Figure 1. M3 wires.
(2 px per µm) Cells faint in the background.
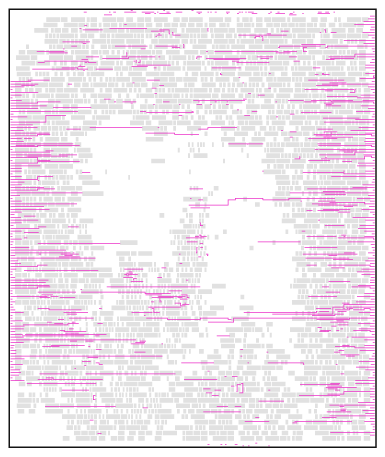
Figure 2. Signal wires on met4.
(1.5 px per µm) Supply wires on this layer in gray. Cells faint in the background.
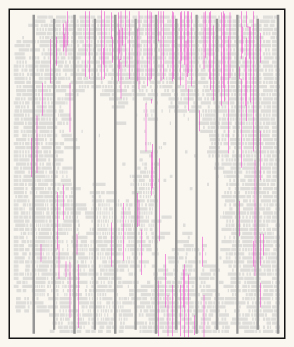
<file path="config.mk">
export PLATFORM = sky130hd
export DESIGN_NAME = lgn_frame_sequencer
export DESIGN_NICKNAME = d
export VERILOG_FILES = /design/src/rtl/lgn_frame_sequencer_pkg.sv /design/src/rtl/lgn_tx_serializer.sv /design/src/rtl/lgn_frame_sequencer.sv
export SDC_FILE = /design/constraint.sdc
export NUM_CORES = 1
export LEC_CHECK = 0
export ABC_AREA = 1
export CAP_MARGIN = 25
export CORE_ASPECT_RATIO = 1.2
export CORE_MARGIN = 2
export CORE_UTILIZATION = 48
export DETAILED_ROUTE_END_ITERATION = 16
export HOLD_SLACK_MARGIN = 0.08
export PLACE_DENSITY = 0.88
export SYNTH_ARGS = -nofsm -noshare
export SYNTH_HDL_FRONTEND = slang
export SYNTH_SLANG_ARGS = --single-unit
</file>
<file path="constraint.sdc">
create_clock -name clk -period 2.6 [get_ports clk]
set_clock_uncertainty 0.15 [all_clocks]
set_input_delay 0.39 -clock clk [delete_from_list [all_inputs] [get_ports clk]]
set_output_delay 0.39 -clock clk [all_outputs]
set_load 0.01 [all_outputs]
</file>
<file path="src/rtl/lgn_frame_sequencer_pkg.sv">
// lgn_frame_sequencer_pkg
//   Shared types and elaboration-time helpers for the frame sequencer slice.
//   - seq_state_t : receive / latency-wait / transmit phases owned by the top
//   - ser_state_t : byte handshake phases owned by lgn_tx_serializer
//   - lgn_bytes_ceil, lgn_out_pad, lgn_cnt_width : size derivations
package lgn_frame_sequencer_pkg;

  typedef enum logic [1:0] {
    ST_RECV = 2'd0,
    ST_WAIT = 2'd1,
    ST_XMIT = 2'd2
  } seq_state_t;

  typedef enum logic [1:0] {
    SER_IDLE    = 2'd0,
    SER_SEND    = 2'd2,
    SER_WAIT_TX = 2'd3
  } ser_state_t;

  // Number of whole bytes needed to carry 'bits' bits.
  function automatic int unsigned lgn_bytes_ceil(input int unsigned bits);
    return (bits + 32'd7) / 32'd8;
  endfunction

  // Zero bits appended below the network output to fill the last byte.
  function automatic int unsigned lgn_out_pad(input int unsigned bits);
    return lgn_bytes_ceil(bits) * 32'd8 - bits;
  endfunction

  // Counter width able to hold every value 0..max_val (at least 1 bit).
  function automatic int unsigned lgn_cnt_width(input int unsigned max_val);
    int unsigned w;
    w = 1;
    while ((64'd1 << w) <= 64'(max_val)) w = w + 1;
    return w;
  endfunction

endpackage

</file>
<file path="src/rtl/lgn_tx_serializer.sv">
// lgn_tx_serializer
//   Snapshots the network output on i_start and sends it MSB-first, one byte
//   per uart_tx transaction, waiting for i_tx_done between bytes.
//   Ports:
//     clk, rst        system clock, synchronous active-high reset
//     i_start         1-cycle request: capture i_net_y and begin sending
//     i_net_y         network output (OUT_BITS)
//     i_tx_active     uart_tx busy; a byte is only launched while this is low
//     i_tx_done       uart_tx finished a byte (ignored unless awaiting one)
//     o_tx_byte       byte to uart_tx, held between strobes
//     o_tx_dv         1-cycle launch strobe
//     o_done          1-cycle (combinational) pulse on the tx_done of the last byte
module lgn_tx_serializer
  import lgn_frame_sequencer_pkg::*;
#(
  parameter int unsigned OUT_BITS = 50
) (
  input  logic                clk,
  input  logic                rst,
  input  logic                i_start,
  input  logic [OUT_BITS-1:0] i_net_y,
  input  logic                i_tx_active,
  input  logic                i_tx_done,
  output logic [7:0]          o_tx_byte,
  output logic                o_tx_dv,
  output logic                o_done
);

  localparam int unsigned OUT_BYTES = lgn_bytes_ceil(OUT_BITS);
  localparam int unsigned OUT_W     = OUT_BYTES * 8;
  localparam int unsigned OUT_PAD   = lgn_out_pad(OUT_BITS);
  localparam int unsigned K_W       = lgn_cnt_width(OUT_BYTES - 1);
  localparam logic [K_W-1:0] K_LAST = K_W'(OUT_BYTES - 1);

  ser_state_t       r_state;
  ser_state_t       w_state_nxt;
  logic [K_W-1:0]   r_k;
  logic [K_W-1:0]   w_k_nxt;
  logic [OUT_W-1:0] r_out;
  logic [OUT_W-1:0] w_out_shifted;
  logic [7:0]       w_sel_byte;
  logic [7:0]       r_tx_byte;
  logic             r_tx_dv;
  logic             w_load;
  logic             w_fire;

  // Byte k sits at the top after shifting left by 8*k.
  assign w_out_shifted = r_out << {r_k, 3'b000};
  assign w_sel_byte    = w_out_shifted[OUT_W-1 -: 8];

  always_comb begin
    w_state_nxt = r_state;
    w_k_nxt     = r_k;
    w_load      = 1'b0;
    w_fire      = 1'b0;
    o_done      = 1'b0;
    case (r_state)
      SER_IDLE: begin
        if (i_start) begin
          w_load      = 1'b1;
          w_k_nxt     = '0;
          w_state_nxt = SER_SEND;
        end
      end
      SER_SEND: begin
        if (!i_tx_active) begin
          w_fire      = 1'b1;
          w_state_nxt = SER_WAIT_TX;
        end
      end
      SER_WAIT_TX: begin
        if (i_tx_done) begin
          if (r_k == K_LAST) begin
            o_done      = 1'b1;
            w_state_nxt = SER_IDLE;
          end else begin
            w_k_nxt     = r_k + 1'b1;
            w_state_nxt = SER_SEND;
          end
        end
      end
      default: w_state_nxt = SER_IDLE;
    endcase
  end

  always_ff @(posedge clk) begin
    if (rst) begin
      r_state   <= SER_IDLE;
      r_k       <= '0;
      r_out     <= '0;
      r_tx_byte <= '0;
      r_tx_dv   <= 1'b0;
    end else begin
      r_state <= w_state_nxt;
      r_k     <= w_k_nxt;
      r_tx_dv <= w_fire;
      if (w_fire) r_tx_byte <= w_sel_byte;
      // Left-align the output so the pad bits land at the bottom of the last byte.
      if (w_load) r_out <= OUT_W'(i_net_y) << OUT_PAD;
    end
  end

  assign o_tx_byte = r_tx_byte;
  assign o_tx_dv   = r_tx_dv;

endmodule

</file>
<file path="src/rtl/lgn_frame_sequencer.sv">
// lgn_frame_sequencer
//   Runs one logic_network inference per UART frame: collects IN_BITS/8 bytes
//   into net_x, waits NET_LATENCY cycles, snapshots net_y and hands it to
//   lgn_tx_serializer for byte-wise transmission.
//   Ports:
//     clk, rst     system clock, synchronous active-high reset
//     rx_byte/rx_dv  received byte and its 1-cycle strobe
//     net_x        network input; byte 0 in the top 8 bits
//     net_y        network output
//     tx_byte/tx_dv  byte and launch strobe to uart_tx
//     tx_active    uart_tx busy
//     tx_done      uart_tx byte complete strobe
//     busy         high whenever not receiving
//     frame_err    1-cycle pulse when a partial frame is dropped on timeout
//     frame_count  completed frames, wraps
module lgn_frame_sequencer
  import lgn_frame_sequencer_pkg::*;
#(
  parameter int unsigned IN_BITS     = 400,
  parameter int unsigned OUT_BITS    = 50,
  parameter int unsigned NET_LATENCY = 1,
  parameter int unsigned RX_TIMEOUT  = 100000
) (
  input  logic                clk,
  input  logic                rst,
  input  logic [7:0]          rx_byte,
  input  logic                rx_dv,
  output logic [IN_BITS-1:0]  net_x,
  input  logic [OUT_BITS-1:0] net_y,
  output logic [7:0]          tx_byte,
  output logic                tx_dv,
  input  logic                tx_active,
  input  logic                tx_done,
  output logic                busy,
  output logic                frame_err,
  output logic [15:0]         frame_count
);

  localparam int unsigned IN_BYTES = IN_BITS / 8;
  localparam int unsigned IDX_W    = lgn_cnt_width(IN_BYTES - 1);
  localparam int unsigned LAT_W    = lgn_cnt_width(NET_LATENCY);
  localparam int unsigned IDLE_W   = lgn_cnt_width(RX_TIMEOUT);
  localparam logic [IDX_W-1:0]  IDX_LAST  = IDX_W'(IN_BYTES - 1);
  localparam logic [LAT_W-1:0]  LAT_TGT   = LAT_W'(NET_LATENCY);
  localparam logic [IDLE_W-1:0] IDLE_LAST = IDLE_W'(RX_TIMEOUT - 1);

  seq_state_t          r_state;
  seq_state_t          w_state_nxt;
  logic [IDX_W-1:0]    r_idx;
  logic [IDX_W-1:0]    w_idx_nxt;
  logic [LAT_W-1:0]    r_lat;
  logic [LAT_W-1:0]    w_lat_nxt;
  logic [IDLE_W-1:0]   r_idle;
  logic [IDLE_W-1:0]   w_idle_nxt;
  logic [IN_BITS-1:0]  r_net_x;
  logic                r_frame_err;
  logic [15:0]         r_frame_count;
  logic                w_store;
  logic                w_timeout;
  logic                w_start;
  logic                w_frame_inc;
  logic                w_ser_done;

  // SEND/WAIT_TX live in the serializer; ST_XMIT covers both here and exits
  // on the serializer's last-byte tx_done, so state timing is unchanged.
  always_comb begin
    w_state_nxt = r_state;
    w_idx_nxt   = r_idx;
    w_lat_nxt   = r_lat;
    w_idle_nxt  = r_idle;
    w_store     = 1'b0;
    w_timeout   = 1'b0;
    w_start     = 1'b0;
    w_frame_inc = 1'b0;
    case (r_state)
      ST_RECV: begin
        if (rx_dv) begin
          // A byte in the expiry cycle wins over the timeout.
          w_store    = 1'b1;
          w_idle_nxt = '0;
          if (r_idx == IDX_LAST) begin
            w_idx_nxt   = '0;
            w_lat_nxt   = '0;
            w_state_nxt = ST_WAIT;
          end else begin
            w_idx_nxt = r_idx + 1'b1;
          end
        end else if (r_idx != '0) begin
          if (r_idle == IDLE_LAST) begin
            w_timeout  = 1'b1;
            w_idx_nxt  = '0;
            w_idle_nxt = '0;
          end else begin
            w_idle_nxt = r_idle + 1'b1;
          end
        end
      end
      ST_WAIT: begin
        if (r_lat == LAT_TGT) begin
          w_start     = 1'b1;
          w_state_nxt = ST_XMIT;
        end else begin
          w_lat_nxt = r_lat + 1'b1;
        end
      end
      ST_XMIT: begin
        if (w_ser_done) begin
          w_frame_inc = 1'b1;
          w_state_nxt = ST_RECV;
        end
      end
      default: w_state_nxt = ST_RECV;
    endcase
  end

  always_ff @(posedge clk) begin
    if (rst) begin
      r_state       <= ST_RECV;
      r_idx         <= '0;
      r_lat         <= '0;
      r_idle        <= '0;
      r_frame_err   <= 1'b0;
      r_frame_count <= '0;
    end else begin
      r_state     <= w_state_nxt;
      r_idx       <= w_idx_nxt;
      r_lat       <= w_lat_nxt;
      r_idle      <= w_idle_nxt;
      r_frame_err <= w_timeout;
      if (w_frame_inc) r_frame_count <= r_frame_count + 16'd1;
    end
  end

  // Only written in RECV, so net_x is frozen from WAIT until the frame is sent.
  always_ff @(posedge clk) begin
    if (rst) begin
      r_net_x <= '0;
    end else if (w_store) begin
      for (int unsigned b = 0; b < IN_BYTES; b++) begin
        if (r_idx == IDX_W'(b)) r_net_x[IN_BITS-1-8*b -: 8] <= rx_byte;
      end
    end
  end

  lgn_tx_serializer #(
    .OUT_BITS(OUT_BITS)
  ) u_ser (
    .clk        (clk),
    .rst        (rst),
    .i_start    (w_start),
    .i_net_y    (net_y),
    .i_tx_active(tx_active),
    .i_tx_done  (tx_done),
    .o_tx_byte  (tx_byte),
    .o_tx_dv    (tx_dv),
    .o_done     (w_ser_done)
  );

  assign net_x       = r_net_x;
  assign busy        = (r_state != ST_RECV);
  assign frame_err   = r_frame_err;
  assign frame_count = r_frame_count;

endmodule
</file>
==> impl_metrics.tcl <==
# metrics dict for downstream scripts
set metrics [dict create \
    core_um2 37800 \
    clkSinkCount 507 \
    path_cells "nor2_1 -> inv_1 -> clkdlybuf4s50_1" \
    seq_area_share_pct 40.4 \
    die_w_um 183 \
    layout-drive-gt1-share_pct 7.83 \
    r2r_end "net_x[304]" \
    crit_family "buffers and inverters" \
    hp-start "net_y[8]" \
    cts_resized 0 \
    num_io_pins 490 \
    period_minus_slack_ns 2.35 \
    final_hold_viol_count 0 \
    postSynthAreaPerCell_um2 8.46 \
    clkbuf_count 68 \
    log.warning_count 32 \
    fp_util_pct 48.6 \
    status "completed" \
    rows 78 \
    cts-buffers-inserted 48 \
    min_to "u_ser.r_out[14]" \
    flop_cell "dfxtp_1" \
    finalClockPeriodUsage_pct 90.3 \
    grt_pass1_wl_um 93200 \
]
Back to the opening pictures, Figure 1:
- wire length on this layer: 5330 µm
- nets with wire on the layer: 483
- longest straight run: 75.7 µm
drt total wl: 61800 µm
GRT met3 Usage: 6.30%
DR vias: 17743

Back to the opening pictures, Figure 2:
- share of all routed wire: 5.4%
- wire length on this layer: 3350 µm
- longest straight run: 93.2 µm
- main direction: vertical
- nets with wire on the layer: 81

through the flow:
stage / area (µm²) / setup slack [ns] / util [%] / instances
finish: 25100 / 0.251 / 66.5 / 3110
global route: 25100 / 0.151 / 66.5 / 3110
CTS: 25100 / 0.225 / 66.5 / 3110
detailed placement: 23400 / 0.0327 / 62.0 / 3020
global placement: 23400 / 0.171 / 62.0 / 3020
floorplan: 18400 / 0.642 / - / 2172
registers in the layout, indices dropped and copies added (netlist names):
register         flops
frame_count         16
u_ser.o_tx_dv        1
u_ser.r_out         50
u_ser.r_k            3
frame_err            1
r_idx                6
r_lat                1
r_idle              17
u_ser.o_tx_byte      8
r_state              2
u_ser.r_state        2
net_x              400
cells by family (layout without fill, tap and decap cells):
kind of cell	Yosys count	count (layout)	synth area share [%]
XOR/XNOR	10	10	0.477
adder cells (fa/ha/maj)	8	8	0.545
AND/OR/NAND/NOR	407	407	9.65
AND-OR/OR-AND	945	945	26.2
flip-flops	507	507	55.3
buffers and inverters	295	753	7.91
Yosys cell counts, drive strengths merged, types with 10 or more instances:
library cell,n,area [µm²]
a211oi,10,75.1
a31oi,10,62.6
a21oi,419,2100
nand2,138,563
o21ai,487,2440
nand3,39,205
dfxtp,507,10100
clkbuf,103,387
inv,106,400
nor2,213,898
buf,64,559
clkinv,22,108
routing by layer:
layer | up-vias | share of wire, %
met5 | - | 0
met4 | 0 | 5.4
met3 | 211 | 8.6
met2 | 956 | 48
met1 | 8346 | 38
li1 | 8230 | -
power by group:
| group | switching (mW) | leakage (nW) | internal [mW] |
|---|---|---|---|
| Sequential | 0.0250 | 4.09 | 7.80 |
| Clock | 3.04 | 0.834 | 4.46 |
| Combinational | 0.447 | 4.71 | 0.257 |
| Total | 3.51 | 9.63 | 12.5 |
Power and IR drop assume default switching activity.
